Sequential cells grouped by signal name:
Other sequential cells in the stronger gray, the rest of the logic in the fainter gray.
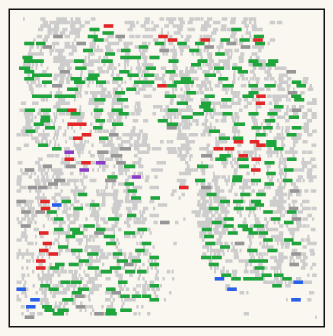
M3 wires:
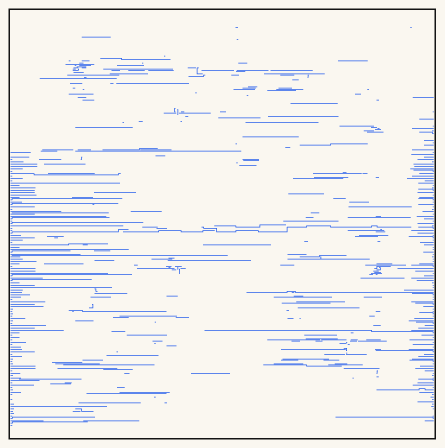
--- src/rtl/axi4lite_reg_slave.sv ---
// AXI4-Lite register slave: NUM_REGS data-wide registers with per-register read-only masking.
// Write and read channels run as independent FSMs; one transaction of each kind in flight.
module axi4lite_reg_slave #(
  parameter int                  ADDR_W   = 5,
  parameter int                  DATA_W   = 32,
  parameter int                  NUM_REGS = 8,
  parameter logic [NUM_REGS-1:0] RO_MASK  = '0
) (
  input  logic                         s_axi_aclk,
  input  logic                         s_axi_areset,
  input  logic [ADDR_W-1:0]            s_axi_awaddr,
  input  logic                         s_axi_awvalid,
  output logic                         s_axi_awready,
  input  logic [DATA_W-1:0]            s_axi_wdata,
  input  logic [DATA_W/8-1:0]          s_axi_wstrb,
  input  logic                         s_axi_wvalid,
  output logic                         s_axi_wready,
  output logic [1:0]                   s_axi_bresp,
  output logic                         s_axi_bvalid,
  input  logic                         s_axi_bready,
  input  logic [ADDR_W-1:0]            s_axi_araddr,
  input  logic                         s_axi_arvalid,
  output logic                         s_axi_arready,
  output logic [DATA_W-1:0]            s_axi_rdata,
  output logic [1:0]                   s_axi_rresp,
  output logic                         s_axi_rvalid,
  input  logic                         s_axi_rready,
  output logic [NUM_REGS*DATA_W-1:0]   reg_out,
  input  logic [NUM_REGS*DATA_W-1:0]   reg_in,
  output logic [NUM_REGS-1:0]          wr_pulse
);

  localparam int STRB_W = DATA_W / 8;
  localparam int LSB    = $clog2(STRB_W);
  localparam int IDX_W  = ADDR_W - LSB;

  localparam logic [1:0] RESP_OKAY   = 2'b00;
  localparam logic [1:0] RESP_SLVERR = 2'b10;

  typedef enum logic [1:0] {W_IDLE, W_COMMIT, W_RESP} w_state_e;
  typedef enum logic       {R_IDLE, R_RESP}           r_state_e;

  w_state_e                           w_state_q, w_state_d;
  r_state_e                           r_state_q, r_state_d;
  logic                               aw_held_q, aw_held_d;
  logic                               w_held_q, w_held_d;
  logic [IDX_W-1:0]                   aw_idx_q, aw_idx_d;
  logic [DATA_W-1:0]                  wdata_q, wdata_d;
  logic [STRB_W-1:0]                  wstrb_q, wstrb_d;
  logic                               awready_q, awready_d;
  logic                               wready_q, wready_d;
  logic                               bvalid_q, bvalid_d;
  logic [1:0]                         bresp_q, bresp_d;
  logic [NUM_REGS-1:0]                wr_pulse_q, wr_pulse_d;
  logic [NUM_REGS-1:0][DATA_W-1:0]    regs_q, regs_d;
  logic                               arready_q, arready_d;
  logic                               rvalid_q, rvalid_d;
  logic [DATA_W-1:0]                  rdata_q, rdata_d;
  logic [1:0]                         rresp_q, rresp_d;

  logic                               wr_ok;
  logic                               rd_ok;
  logic [DATA_W-1:0]                  rd_data;
  logic [IDX_W-1:0]                   ar_idx;

  // Byte-offset bits carry no meaning for a word-addressed register file.
  logic unused_addr_bits;
  assign unused_addr_bits = ^{s_axi_awaddr[LSB-1:0], s_axi_araddr[LSB-1:0]};

  assign ar_idx = s_axi_araddr[ADDR_W-1:LSB];

  always_comb begin
    // NOTE: every value driven here gets a default first, so no path can leave one unassigned and infer a latch.
    w_state_d  = w_state_q;
    aw_held_d  = aw_held_q;
    w_held_d   = w_held_q;
    aw_idx_d   = aw_idx_q;
    wdata_d    = wdata_q;
    wstrb_d    = wstrb_q;
    bvalid_d   = bvalid_q;
    bresp_d    = bresp_q;
    regs_d     = regs_q;
    wr_pulse_d = '0;

    // Only in-range, writable registers accept data; everything else answers SLVERR.
    wr_ok = 1'b0;
    for (int i = 0; i < NUM_REGS; i++) begin
      if (aw_idx_q == IDX_W'(i) && !RO_MASK[i]) wr_ok = 1'b1;
    end

    case (w_state_q)
      W_IDLE: begin
        if (s_axi_awvalid && awready_q) begin
          aw_held_d = 1'b1;
          aw_idx_d  = s_axi_awaddr[ADDR_W-1:LSB];
        end
        if (s_axi_wvalid && wready_q) begin
          w_held_d = 1'b1;
          wdata_d  = s_axi_wdata;
          wstrb_d  = s_axi_wstrb;
        end
        if (aw_held_d && w_held_d) w_state_d = W_COMMIT;
      end
      W_COMMIT: begin
        for (int i = 0; i < NUM_REGS; i++) begin
          if (wr_ok && aw_idx_q == IDX_W'(i)) begin
            wr_pulse_d[i] = 1'b1;
            for (int b = 0; b < STRB_W; b++) begin
              if (wstrb_q[b]) regs_d[i][8*b +: 8] = wdata_q[8*b +: 8];
            end
          end
        end
        bvalid_d  = 1'b1;
        bresp_d   = wr_ok ? RESP_OKAY : RESP_SLVERR;
        aw_held_d = 1'b0;
        w_held_d  = 1'b0;
        w_state_d = W_RESP;
      end
      W_RESP: begin
        if (s_axi_bready) begin
          bvalid_d  = 1'b0;
          w_state_d = W_IDLE;
        end
      end
      default: w_state_d = W_IDLE;
    endcase

    awready_d = (w_state_d == W_IDLE) && !aw_held_d;
    wready_d  = (w_state_d == W_IDLE) && !w_held_d;
  end

  always_comb begin
    r_state_d = r_state_q;
    rvalid_d  = rvalid_q;
    rdata_d   = rdata_q;
    rresp_d   = rresp_q;

    // Sampled from the current register state, so a same-cycle commit is not visible yet.
    rd_ok   = 1'b0;
    rd_data = '0;
    for (int i = 0; i < NUM_REGS; i++) begin
      if (ar_idx == IDX_W'(i)) begin
        rd_ok   = 1'b1;
        rd_data = RO_MASK[i] ? reg_in[i*DATA_W +: DATA_W] : regs_q[i];
      end
    end

    case (r_state_q)
      R_IDLE: begin
        if (s_axi_arvalid && arready_q) begin
          rdata_d   = rd_data;
          rresp_d   = rd_ok ? RESP_OKAY : RESP_SLVERR;
          rvalid_d  = 1'b1;
          r_state_d = R_RESP;
        end
      end
      R_RESP: begin
        if (s_axi_rready) begin
          rvalid_d  = 1'b0;
          r_state_d = R_IDLE;
        end
      end
      default: r_state_d = R_IDLE;
    endcase

    arready_d = (r_state_d == R_IDLE);
  end

  always_ff @(posedge s_axi_aclk) begin
    if (s_axi_areset) begin
      w_state_q  <= W_IDLE;
      r_state_q  <= R_IDLE;
      aw_held_q  <= 1'b0;
      w_held_q   <= 1'b0;
      aw_idx_q   <= '0;
      wdata_q    <= '0;
      wstrb_q    <= '0;
      awready_q  <= 1'b0;
      wready_q   <= 1'b0;
      bvalid_q   <= 1'b0;
      bresp_q    <= '0;
      wr_pulse_q <= '0;
      // NOTE: the register file lives in flops and is cleared here, so software always sees zeros after reset.
      regs_q     <= '0;
      arready_q  <= 1'b0;
      rvalid_q   <= 1'b0;
      rdata_q    <= '0;
      rresp_q    <= '0;
    end else begin
      // NOTE: non-blocking assignments make every flop sample pre-edge values regardless of statement order.
      w_state_q  <= w_state_d;
      r_state_q  <= r_state_d;
      aw_held_q  <= aw_held_d;
      w_held_q   <= w_held_d;
      aw_idx_q   <= aw_idx_d;
      wdata_q    <= wdata_d;
      wstrb_q    <= wstrb_d;
      awready_q  <= awready_d;
      wready_q   <= wready_d;
      bvalid_q   <= bvalid_d;
      bresp_q    <= bresp_d;
      wr_pulse_q <= wr_pulse_d;
      regs_q     <= regs_d;
      arready_q  <= arready_d;
      rvalid_q   <= rvalid_d;
      rdata_q    <= rdata_d;
      rresp_q    <= rresp_d;
    end
  end

  assign s_axi_awready = awready_q;
  assign s_axi_wready  = wready_q;
  assign s_axi_bvalid  = bvalid_q;
  assign s_axi_bresp   = bresp_q;
  assign s_axi_arready = arready_q;
  assign s_axi_rvalid  = rvalid_q;
  assign s_axi_rdata   = rdata_q;
  assign s_axi_rresp   = rresp_q;
  assign wr_pulse      = wr_pulse_q;
  assign reg_out       = regs_q;

endmodule

--- config.mk ---
export PLATFORM = sky130hd
export DESIGN_NAME = axi4lite_reg_slave
export DESIGN_NICKNAME = d
export VERILOG_FILES = /design/src/rtl/axi4lite_reg_slave.sv
export SDC_FILE = /design/constraint.sdc
export NUM_CORES = 1
export LEC_CHECK = 0
export CORE_AREA = 5 5 238 240
export DETAILED_ROUTE_END_ITERATION = 12
export DIE_AREA = 0 0 243 245
export PLACE_DENSITY_LB_ADDON = 0.1
export SYNTH_ARGS = -nofsm -noshare
export SYNTH_HDL_FRONTEND = slang
export SYNTH_SLANG_ARGS = --single-unit
--- constraint.sdc ---
create_clock -name s_axi_aclk -period 1.5 [get_ports s_axi_aclk]
set_input_delay 0.3 -clock s_axi_aclk [delete_from_list [all_inputs] [get_ports s_axi_aclk]]
set_output_delay 0.3 -clock s_axi_aclk [all_outputs]
set_load 0.01 [all_outputs]
==> GITHUB_STEP_SUMMARY <==
## Implementation flow summary

| Metric | Value |
|---|---|
| Clk tree area frac | 5.39% |
| Crit end category | register |
| RSZ-0062 raised after global routing | yes |
| Critical path depth | 4 |
| Die Size | 59500 µm² |
| Top-Level Pins | between 600 and 700 |
| Vias in the first global route | approximately 15000 |
| Overall Global Routing Usage | roughly 23% |
| Net Sw Frac | 25.2% |
| Port Buffers | roughly 350 |
| DP Cell Count | 2941 |
| Worst r2r src | reg_out[7] |
| Core area | ~54000 µm² |
| Failing checks | negative setup slack |
| Endpoints failing setup | 3 |
| Yosys top cell by instances | nand2_1 |
| Commonest flop | dfxtp_1 |
| Ys async rst share | 0% |
| Count of non-CTS buffers in the layout | between 600 and 700 |
| Layout Nets | between 2000 and 3000 |
| Floorplan-stage core utilization | around 27% |
| Leading cell kind | logic gates |
| Initial antenna violation count | 8 |
| Seq pwr share | 45.0% |
| Met1 WL | roughly 35000 µm |
| VDD IR max | 604 µV |
| Layout cells sized above 1 | approximately two fifths |
| Post-synthesis sequential area ratio | 47.2% |
| Tmin final | between 1.5 and 2 ns |
| Clk buf depth | 3 |
| Status | complete, but fails checks |
| Min setup slack post-route | -0.0350 ns |
About 'sequential cells grouped by signal name':
- red: `wdata_q` (placed flops 32; where spread over the die)
- purple: `wstrb_q` (placed flops 4; where middle left)
- green: `reg_out` (placed flops 256; where spread over the die)
- blue: `wr_pulse` (placed flops 8)
register area: 7340 µm²
Seq power: 0.00947 W

About 'M3 wires':
- main direction: horizontal
- wire length on this layer: 6340 µm
- share of all routed wire: 8.7%
final wirelength: 72800 µm
DR vias: 15800
met3 global-route usage: 6.24%

-- stage by stage --
step                      power (W)  hold WS [ns]  util, %
final                        0.0210         0.291     42.1
after floorplan              0.0105         0.424        -
after global routing         0.0217         0.285     42.1
after detailed placement     0.0116         0.446     38.0
after CTS                    0.0212         0.250     40.8
after global placement       0.0116         0.436     38.0
-- logic make-up after synthesis --
| family | count (synthesis) | share of synthesized area, % |
|---|---|---|
| buffers and inverters | 190 | 5.72 |
| other | 1 | 0.0255 |
| AOI/OAI and AO/OA | 598 | 22.6 |
| DFF | 347 | 47.2 |
| and+or+nand+nor | 613 | 17.9 |
| muxes | 79 | 6.48 |
-- registers in the layout, indices dropped and copies added, names as in the netlist, 2 cells and up --
name,count
wr_pulse,8
aw_idx_q,3
w_state_q,2
reg_out,256
wdata_q,32
s_axi_rdata,32
wstrb_q,4
Power figures rest on the tool's default switching activity, not on a simulated workload.
